### src/rtl/i2c_scl_gen_pkg.sv
// Shared types and constants for the I2C SCL generator and its helpers.
package i2c_pkg;

    typedef enum logic [1:0] {
        IDLE,
        LOW,
        WAIT_HIGH,
        HIGH
    } state_t;

    localparam int HP_MIN      = 2;
    localparam int SYNC_STAGES = 2;

endpackage

### src/rtl/i2c_scl_gen_if.sv
// Control/status bundle between the master bit FSM and the SCL generator.
// Optional macro I2C_STRETCH_TIMEOUT_EN adds the stretch_limit field.
interface i2c_scl_gen_if #(
    parameter int DIV_W     = 16
`ifdef I2C_STRETCH_TIMEOUT_EN
    ,
    parameter int TIMEOUT_W = 20
`endif
);

    logic             en;
    logic [DIV_W-1:0] half_period;
    logic             scl_in;
    logic             scl_out;
    logic             strob_down;
    logic             strob_up;
    logic             strob_mid_low;
    logic             strob_mid_high;
    logic             stretching;
    logic             busy;
    logic             timeout;
`ifdef I2C_STRETCH_TIMEOUT_EN
    logic [TIMEOUT_W-1:0] stretch_limit;
`endif

    modport master (
`ifdef I2C_STRETCH_TIMEOUT_EN
        output stretch_limit,
`endif
        output en,
        output half_period,
        input  scl_out,
        input  strob_down,
        input  strob_up,
        input  strob_mid_low,
        input  strob_mid_high,
        input  stretching,
        input  busy,
        input  timeout
    );

    modport slave (
`ifdef I2C_STRETCH_TIMEOUT_EN
        input  stretch_limit,
`endif
        input  en,
        input  half_period,
        input  scl_in,
        output scl_out,
        output strob_down,
        output strob_up,
        output strob_mid_low,
        output strob_mid_high,
        output stretching,
        output busy,
        output timeout
    );

endinterface

### src/rtl/i2c_sync2.sv
// Multi-flop synchroniser for asynchronous I2C pad inputs (SCL and SDA).
module i2c_sync2
    import i2c_pkg::*;
#(
    parameter logic RST_VAL = 1'b1
) (
    input  logic clk,
    input  logic rst,
    input  logic i_d,
    output logic o_q
);

    logic [SYNC_STAGES-1:0] r_ff;

    always_ff @(posedge clk) begin
        if (rst) begin
            r_ff <= {SYNC_STAGES{RST_VAL}};
        end else begin
            r_ff <= {r_ff[SYNC_STAGES-2:0], i_d};
        end
    end

    assign o_q = r_ff[SYNC_STAGES-1];

endmodule

### src/rtl/i2c_scl_gen.sv
// Run-time programmable I2C SCL generator with clock stretching and strobes.
// Optional macro I2C_STRETCH_TIMEOUT_EN enables the stretch timeout.
module i2c_scl_gen
    import i2c_pkg::*;
#(
    parameter int DIV_W     = 16
`ifdef I2C_STRETCH_TIMEOUT_EN
    ,
    parameter int TIMEOUT_W = 20
`endif
) (
    input logic          clk,
    input logic          rst,
    i2c_scl_gen_if.slave bus
);

    state_t           r_state;
    logic [DIV_W-1:0] r_cnt;
    logic [DIV_W-1:0] r_hp;
    logic             r_scl;
    logic             r_down;
    logic             r_up;
    logic             r_ml;
    logic             r_mh;
    logic             r_str;
    logic             r_busy;
    logic             r_to;
`ifdef I2C_STRETCH_TIMEOUT_EN
    logic [TIMEOUT_W-1:0] r_tcnt;
`endif

    logic             w_sync;
    logic [DIV_W-1:0] w_hp_eff;
    logic [DIV_W-1:0] w_cnt_nx;
    logic [DIV_W-1:0] w_mid;
    logic             w_last;

    i2c_sync2 #(
        .RST_VAL (1'b1)
    ) u_sync_scl (
        .clk (clk),
        .rst (rst),
        .i_d (bus.scl_in),
        .o_q (w_sync)
    );

    // Very short phases would collide the edge and mid strobes.
    assign w_hp_eff = (bus.half_period < DIV_W'(HP_MIN)) ?
                      DIV_W'(HP_MIN) : bus.half_period;
    assign w_cnt_nx = r_cnt + DIV_W'(1);
    assign w_mid    = r_hp >> 1;
    assign w_last   = (r_cnt == r_hp - DIV_W'(1));

    always_ff @(posedge clk) begin
        if (rst) begin
            r_state <= IDLE;
            r_cnt   <= '0;
            r_hp    <= '0;
            r_scl   <= 1'b1;
            r_down  <= 1'b0;
            r_up    <= 1'b0;
            r_ml    <= 1'b0;
            r_mh    <= 1'b0;
            r_str   <= 1'b0;
            r_busy  <= 1'b0;
            r_to    <= 1'b0;
`ifdef I2C_STRETCH_TIMEOUT_EN
            r_tcnt  <= '0;
`endif
        end else begin
            r_down <= 1'b0;
            r_up   <= 1'b0;
            r_ml   <= 1'b0;
            r_mh   <= 1'b0;
            r_to   <= 1'b0;
            unique case (r_state)
                IDLE: begin
                    r_scl  <= 1'b1;
                    r_str  <= 1'b0;
                    r_busy <= 1'b0;
                    if (bus.en) begin
                        r_state <= LOW;
                        r_cnt   <= '0;
                        r_hp    <= w_hp_eff;
                        r_scl   <= 1'b0;
                        r_busy  <= 1'b1;
                        r_down  <= 1'b1;
                    end
                end
                LOW: begin
                    if (w_last) begin
                        r_state <= WAIT_HIGH;
                        r_cnt   <= '0;
                        r_scl   <= 1'b1;
                        r_str   <= 1'b1;
`ifdef I2C_STRETCH_TIMEOUT_EN
                        r_tcnt  <= '0;
`endif
                    end else begin
                        r_cnt <= w_cnt_nx;
                        r_ml  <= (w_cnt_nx == w_mid);
                    end
                end
                WAIT_HIGH: begin
                    if (w_sync) begin
                        r_state <= HIGH;
                        r_cnt   <= '0;
                        r_hp    <= w_hp_eff;
                        r_str   <= 1'b0;
                        r_up    <= 1'b1;
`ifdef I2C_STRETCH_TIMEOUT_EN
                    end else if ((bus.stretch_limit != '0) &&
                                 (r_tcnt == bus.stretch_limit -
                                            TIMEOUT_W'(1))) begin
                        r_state <= IDLE;
                        r_scl   <= 1'b1;
                        r_str   <= 1'b0;
                        r_busy  <= 1'b0;
                        r_to    <= 1'b1;
                    end else begin
                        r_tcnt  <= r_tcnt + TIMEOUT_W'(1);
`endif
                    end
                end
                HIGH: begin
                    // Stop requests only take effect here, so SCL parks high.
                    if (w_last) begin
                        r_cnt <= '0;
                        if (bus.en) begin
                            r_state <= LOW;
                            r_hp    <= w_hp_eff;
                            r_scl   <= 1'b0;
                            r_down  <= 1'b1;
                        end else begin
                            r_state <= IDLE;
                            r_busy  <= 1'b0;
                        end
                    end else begin
                        r_cnt <= w_cnt_nx;
                        r_mh  <= (w_cnt_nx == w_mid);
                    end
                end
                default: begin
                    r_state <= IDLE;
                end
            endcase
        end
    end

    assign bus.scl_out        = r_scl;
    assign bus.strob_down     = r_down;
    assign bus.strob_up       = r_up;
    assign bus.strob_mid_low  = r_ml;
    assign bus.strob_mid_high = r_mh;
    assign bus.stretching     = r_str;
    assign bus.busy           = r_busy;
    assign bus.timeout        = r_to;

endmodule

### src/flat_wrapper.sv
// flat-port wrapper written by rule: the top's interface ports become plain ports
module i2c_scl_gen_flat import i2c_pkg::*;
#(
    parameter int DIV_W     = 16

)
  (clk, rst, bus_en, bus_half_period, bus_scl_in, bus_scl_out, bus_strob_down, bus_strob_up, bus_strob_mid_low, bus_strob_mid_high, bus_stretching, bus_busy, bus_timeout);
  i2c_scl_gen_if #(.DIV_W(DIV_W)) bus_i ();
  input logic clk;
  input logic rst;
  input wire logic [$bits(bus_i.en)-1:0] bus_en;
  input wire logic [$bits(bus_i.half_period)-1:0] bus_half_period;
  input wire logic [$bits(bus_i.scl_in)-1:0] bus_scl_in;
  output wire logic [$bits(bus_i.scl_out)-1:0] bus_scl_out;
  output wire logic [$bits(bus_i.strob_down)-1:0] bus_strob_down;
  output wire logic [$bits(bus_i.strob_up)-1:0] bus_strob_up;
  output wire logic [$bits(bus_i.strob_mid_low)-1:0] bus_strob_mid_low;
  output wire logic [$bits(bus_i.strob_mid_high)-1:0] bus_strob_mid_high;
  output wire logic [$bits(bus_i.stretching)-1:0] bus_stretching;
  output wire logic [$bits(bus_i.busy)-1:0] bus_busy;
  output wire logic [$bits(bus_i.timeout)-1:0] bus_timeout;
  assign bus_i.en = bus_en;
  assign bus_i.half_period = bus_half_period;
  assign bus_i.scl_in = bus_scl_in;
  assign bus_scl_out = bus_i.scl_out;
  assign bus_strob_down = bus_i.strob_down;
  assign bus_strob_up = bus_i.strob_up;
  assign bus_strob_mid_low = bus_i.strob_mid_low;
  assign bus_strob_mid_high = bus_i.strob_mid_high;
  assign bus_stretching = bus_i.stretching;
  assign bus_busy = bus_i.busy;
  assign bus_timeout = bus_i.timeout;
  i2c_scl_gen #(.DIV_W(DIV_W)) u_core (.clk(clk), .rst(rst), .bus(bus_i));
endmodule
### config.mk
export PLATFORM = sky130hd
export DESIGN_NAME = i2c_scl_gen_flat
export DESIGN_NICKNAME = d
export VERILOG_FILES = /design/src/rtl/i2c_scl_gen_pkg.sv /design/src/rtl/i2c_scl_gen_if.sv /design/src/rtl/i2c_sync2.sv /design/src/rtl/i2c_scl_gen.sv /design/src/flat_wrapper.sv
export SDC_FILE = /design/constraint.sdc
export NUM_CORES = 1
export LEC_CHECK = 0
export ABC_AREA = 1
export CORE_MARGIN = 5
export CORE_UTILIZATION = 53
export CTS_CLUSTER_SIZE = 30
export DETAILED_ROUTE_END_ITERATION = 12
export MAX_ROUTING_LAYER = met4
export PLACE_DENSITY = 0.77
export SYNTH_ARGS = -nofsm -noshare
export SYNTH_HDL_FRONTEND = slang
export SYNTH_SLANG_ARGS = --single-unit
### constraint.sdc
create_clock -name clk -period 2.4 [get_ports clk]
set_clock_uncertainty 0.2 [all_clocks]
set_input_delay 0.24 -clock clk [delete_from_list [all_inputs] [get_ports clk]]
set_output_delay 0.24 -clock clk [all_outputs]
set_load 0.03 [all_outputs]
==> run_1/closeup.png <==
Window x 24 to 64, y 24 to 64 µm. Cells in grey, sequential cells in the stronger grey; small squares are vias.
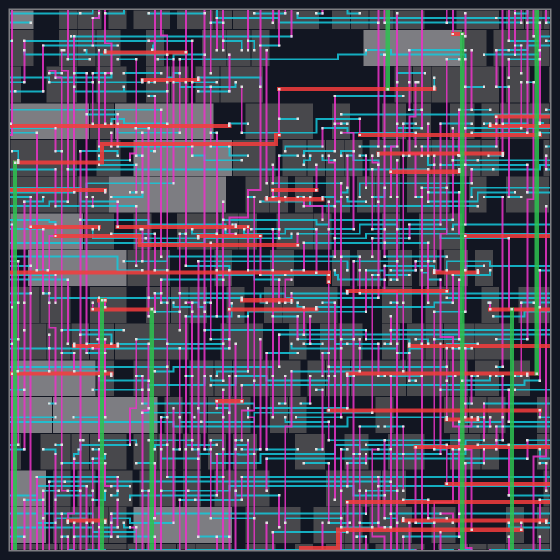
legend:
  cyan:
    layer: M1
  red:
    layer: M3
  green:
    layer: M4
  magenta:
    layer: M2
most frequent: nand2_1 (42), inv_1 (19), nand3_1 (17)
netlist names of flops here include: `u_core.r_cnt` (6), `u_core.r_hp` (4)
sequential cells in the window: 10
cells with their middle in the window: 179

==> run_1/layers.png <==
Drawn at 4 px/µm. Two of the layers only.
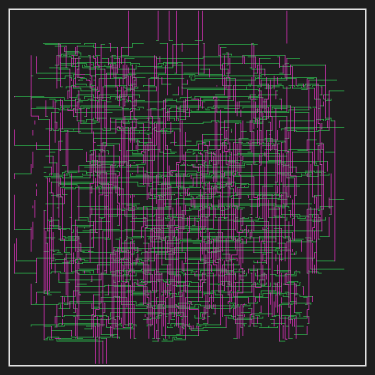
legend:
  magenta:
    layer: M2
    wire_length: 4670 µm
  green:
    layer: M1
    wire_length: 4290 µm

==> run_1/m2.png <==
Drawn at 4 px/µm.
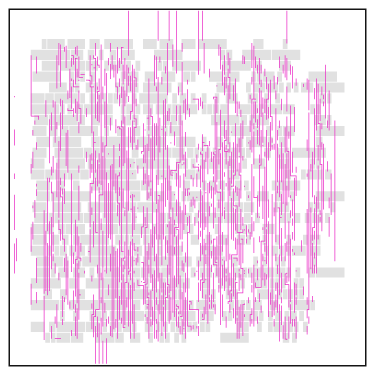
share of all routed wire: 47%
longest straight run: 49.3 µm
main direction: vertical
nets with wire on the layer: 481
wire length on this layer: 4670 µm

==> impl_metrics.tcl, run 1 <==
# yosys + openroad results
set metrics [dict create \
    post_cts_buffers 0 \
    edf_count 0 \
    status "complete, but fails checks" \
    vias 3573 \
    met2_usage_pct 41.16 \
    post-route-util_pct 67.34 \
    crit_family "simple AND/OR/NAND/NOR gates" \
    synth_stat.cells 531 \
    setup_violations 1 \
    violations "setup timing" \
    drt_iter0_drc 256 \
    htree_levels 2 \
    grt_max_degree 27 \
    cp.arrival_ps 2410 \
    slowest_stage "dfxtp_4" \
    lay_top_cells "nand2_1 (148), nor2_1 (59), inv_1 (47), nand3_1 (46), dfxtp_1 (39)" \
    use_met1_pct 34.82 \
    die_y_um 88.74 \
    flop_cell "dfxtp_1" \
    comb_cell_power_mw 2.57 \
    yosys_warnings 0 \
    wl_per_cell_um 15.12 \
    yosysSeqAreaShare_pct 26.20 \
    drc_errors 0 \
    cts_tree "done" \
    top_area_share_pct 26.20 \
    power_density_mw_per_mm2 1010 \
    cts_root_buffer "clkbuf_8" \
    combPwrFrac_pct 63.1 \
    grt_busiest_layer "met2" \
    core_mm2 0.005991 \
    floorplan.nets 558 \
    worstHoldStart "u_core.u_sync_scl.r_ff[0]" \
    fmax_mhz 415.4 \
    tool_warnings 31 \
    hold_end "u_core.u_sync_scl.r_ff[1]" \
    synthArstFlopShare_pct 0 \
    crit_top_cell "nand2_1" \
    p_leak_nw 1.717 \
    cp-end-kind "register" \
    path_cells "inv_4 > ha_4 > inv_2 > nand2_1 > nand2_1 > nor2_2 > nand2_1 > nor2_1 > nand2_1 > nor2_1 > nand2_1 > nor2_4 > nand2_4 > nand2_8 > nand2_8 > o21ai_2 > nor2_2" \
    syn_area_per_cell_um2 6.188 \
    clock_latency_ps 300 \
    p_seq_share_pct 25.5 \
    crit_path_start_kind "register" \
    lay_top_count "nand2_1" \
    slowest_delay_ps 390 \
    drt-met1-wl_um 4285 \
    synth-area-yosys_mm2 0.003286 \
    reg2reg_to "u_core.r_hp[11]" \
    fin_ws_ps -7.316 \
    seq_cell_power_mw 1.04 \
    met3_usage_pct 3.911 \
    p_clk_uw 463 \
    dp_cells 638 \
    num_rows 28 \
    track_usage_pct 26.23 \
    slew_violations 0 \
    timing.final.crit_share_pct 100.3 \
    port_buffers 26 \
    via_per_inst 5.447 \
    cts_resized 5 \
    clock-sinks 43 \
    ant_nets 0 \
    startpoint "u_core.r_hp[1]" \
    synthToLayoutAreaGrowth_pct 22.77 \
    grt_pass1_wl_um 15450 \
    slew_headroom_pct 60.97 \
    crit_required_ps 2400 \
    finalSetupTns_ps -7.316 \
    drive_gt1_share_pct 19.10 \
    top_cells_by_count "nand2_1 (155), nor2_1 (64), inv_1 (50)" \
    dp_slack_ps -186.3 \
    intPower_mw 2.025 \
    most_common_cell "nand2_1" \
    die-width_um 88.74 \
    dr.pass1.iters 5 \
    p_total_mw 4.074 \
    wl_met2_um 4664 \
    fillers 560 \
    grt_pass1_vias 3211 \
]
-- run 1: area by class of cell --
| cell class | instances | area [µm²] | share of cell area [%] |
|---|---|---|---|
| timing repair buffer | 50 | 478.0 | 11.85 |
| multi-input combinational | 418 | 2267 | 56.20 |
| clock inverter | 2 | 13.76 | 0.3412 |
| tap | 75 | 93.84 | 2.326 |
| inverter | 63 | 241.5 | 5.986 |
| sequential | 43 | 870.8 | 21.59 |
| clock buffer | 5 | 68.82 | 1.706 |
-- run 1: kinds of logic after synthesis --
family / synth area share, %
xor gates and xnor gates: 7.197
buffers and inverters: 9.101
DFF: 26.20
other: 0.1141
AOI/OAI and AO/OA: 8.073
adders and majority gates: 2.666
and+or+nand+nor: 46.65
==> run 2: changes to the inputs <==
--- a/config.mk
+++ b/config.mk
@@ -5,7 +5,7 @@
 export SDC_FILE = /design/constraint.sdc
 export NUM_CORES = 1
 export LEC_CHECK = 0
-export ABC_AREA = 1
+export CAP_MARGIN = 10
 export CORE_MARGIN = 5
 export CORE_UTILIZATION = 53
 export CTS_CLUSTER_SIZE = 30
==> run 2 against run 1 <==
The run still ends with setup timing left. Worst hold slack got worse by 1.0 ps. Power is 1.1% higher. Maximum frequency fell by 18%. Area after synthesis shrank 3.2%. Critical path depth down 7.
==> impl_metrics.tcl, run 2 <==
# yosys + openroad results
set metrics [dict create \
    status "complete, but fails checks" \
    violations "setup timing" \
    slowest_delay_ps 460 \
    seq_cell_power_uw 990 \
    dp_cells 535 \
    via_per_inst 6.175 \
    die-width_um 87.45 \
    die_y_um 87.45 \
    startpoint "u_core.r_hp[6]" \
    lay_top_cells "buf_4 (76), nand2_1 (44), dfxtp_1 (36), clkdlybuf4s50_1 (26)" \
    core_mm2 0.005886 \
    wl_per_cell_um 17.76 \
    cts_resized 22 \
    path_cells "nor4_4 > buf_4 > and4_1 > a211oi_1 > a211o_1 > a221o_2 > o211ai_1 > buf_4 > buf_6 > nor2_1" \
    fin_area_mm2 0.004270 \
    grt_pass1_wl_um 15330 \
    edf_count 0 \
    met3_usage_pct 4.257 \
    worstHoldStart "u_core.u_sync_scl.r_ff[0]" \
    top_area_share_pct 27.08 \
    use_met1_pct 31.38 \
    vias 3384 \
    timing.final.crit_share_pct 122.2 \
    fmax_mhz 341.0 \
    stdcell_count 548 \
    synthToLayoutAreaGrowth_pct 34.32 \
    wl_met2_um 4705 \
    dr.pass1.iters 5 \
    tool_warnings 33 \
    clock-sinks 43 \
    cts_tree "done" \
    post_cts_buffers 1 \
    drt-met1-wl_um 3859 \
    mi_logic_area_mm2 0.002281 \
    finalSetupTns_ps -17860 \
    combPwrFrac_pct 64.5 \
    crit_top_cell "buf_4" \
    cts_root_buffer "clkbuf_8" \
    clock_latency_ps 300 \
    top_cells_by_count "nand2_1 (44), dfxtp_1 (43), nor2_1 (23)" \
    grt_max_degree 31 \
    floorplan.nets 420 \
    die_area_mm2 0.007648 \
    cp-end-kind "register" \
    reg2reg_to "u_core.r_cnt[14]" \
    fin_ws_ps -532.3 \
    slowest_stage "a221o_2" \
    cp.arrival_ps 2940 \
    lay_top_count "buf_4" \
    drive_gt1_share_pct 28.96 \
    syn_area_per_cell_um2 8.090 \
    p_sw_share_pct 43.56 \
    dp_slack_ps -379.0 \
    power_density_mw_per_mm2 964.8 \
    track_usage_pct 26.22 \
    drt_iter0_drc 332 \
    crit_path_start_kind "register" \
    yosys_warnings 0 \
    grt_busiest_layer "met2" \
    yosysSeqAreaShare_pct 27.08 \
    num_rows 28 \
    synthArstFlopShare_pct 0 \
    slew_violations 0 \
    htree_levels 2 \
    p_clk_uw 472 \
    p_seq_share_pct 24.0 \
    synth-area-yosys_mm2 0.003179 \
    met2_usage_pct 42.95 \
    drv_cap 0 \
    rr_startpoint "u_core.r_hp[6]" \
    gr-total-overflow 0 \
    drc_errors 0 \
    p_total_mw 4.120 \
    post-route-util_pct 72.56 \
    intPower_mw 2.325 \
    crit_required_ps 2400 \
    setup_violations 40 \
    p_leak_nw 1.713 \
    most_common_cell "nand2_1" \
    port_buffers 26 \
    comb_cell_power_mw 2.66 \
    fillers 445 \
    crit_family "AND-OR/OR-AND gates" \
    ant_nets 0 \
    synth_stat.cells 393 \
]
run 2: cell types whose count changed after synthesis, moves of 15 or more:
cell     previous run  this run
a21oi_1            29         8
nand2_1           155        44
nand3_1            46        13
xnor2_1             6        21
nor2_1             64        23
mux2i_1             0        17
inv_1              50        12
run 2: cells by family after synthesis:
logic type / share of synthesized area (%)
simple gates: 27.63
compound gates: 16.88
buf+inv: 7.281
xor+xnor: 12.55
flops: 27.08
mux: 5.706
fa+ha+maj: 2.755
other cells: 0.1180
run 2: area by class of cell:
type                            count  share of cell area, %
Sequential cell                    43                  20.36
Inverter                           12                  1.055
Tap cell                           75                  2.197
Clock buffer                        6                  1.699
Multi-Input combinational cell    303                  53.41
Clock inverter                      2                 0.2930
Timing Repair Buffer              107                  20.98
==> run_2/layers.png <==
Drawn at 4 px/µm. Two of the layers only.
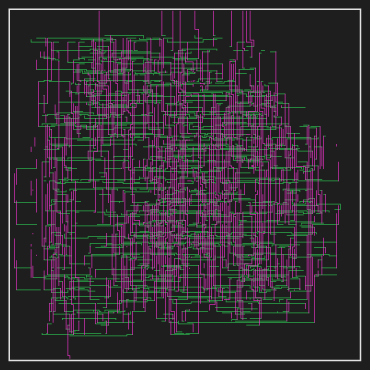
legend:
  green:
    layer: M1
    wire_length: 3860 µm
  magenta:
    layer: M2
    wire_length: 4710 µm

==> run_2/pinout.png <==
Drawn at 6 px/µm. Pins as bars across the die edge, other pins in grey.
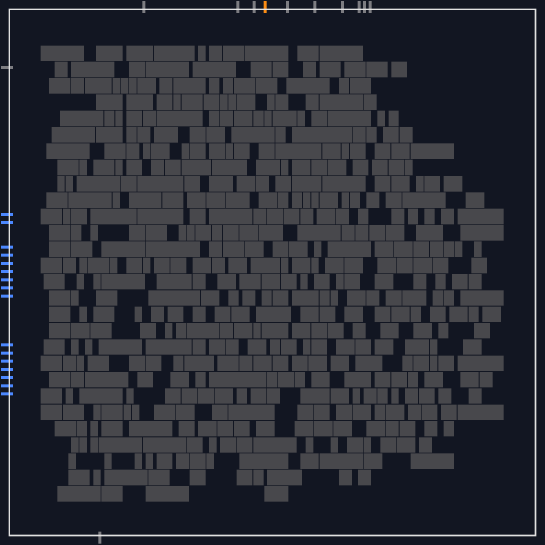
legend:
  orange:
    port: `bus_busy`
    pins: 1
    direction: output
    edge: north
  blue:
    port: `bus_half_period`
    pins: 16
    direction: input
    edge: west
all pins by edge: 17 west, 10 north, 1 south

Power figures rest on the tool's default switching activity, not on a simulated workload.
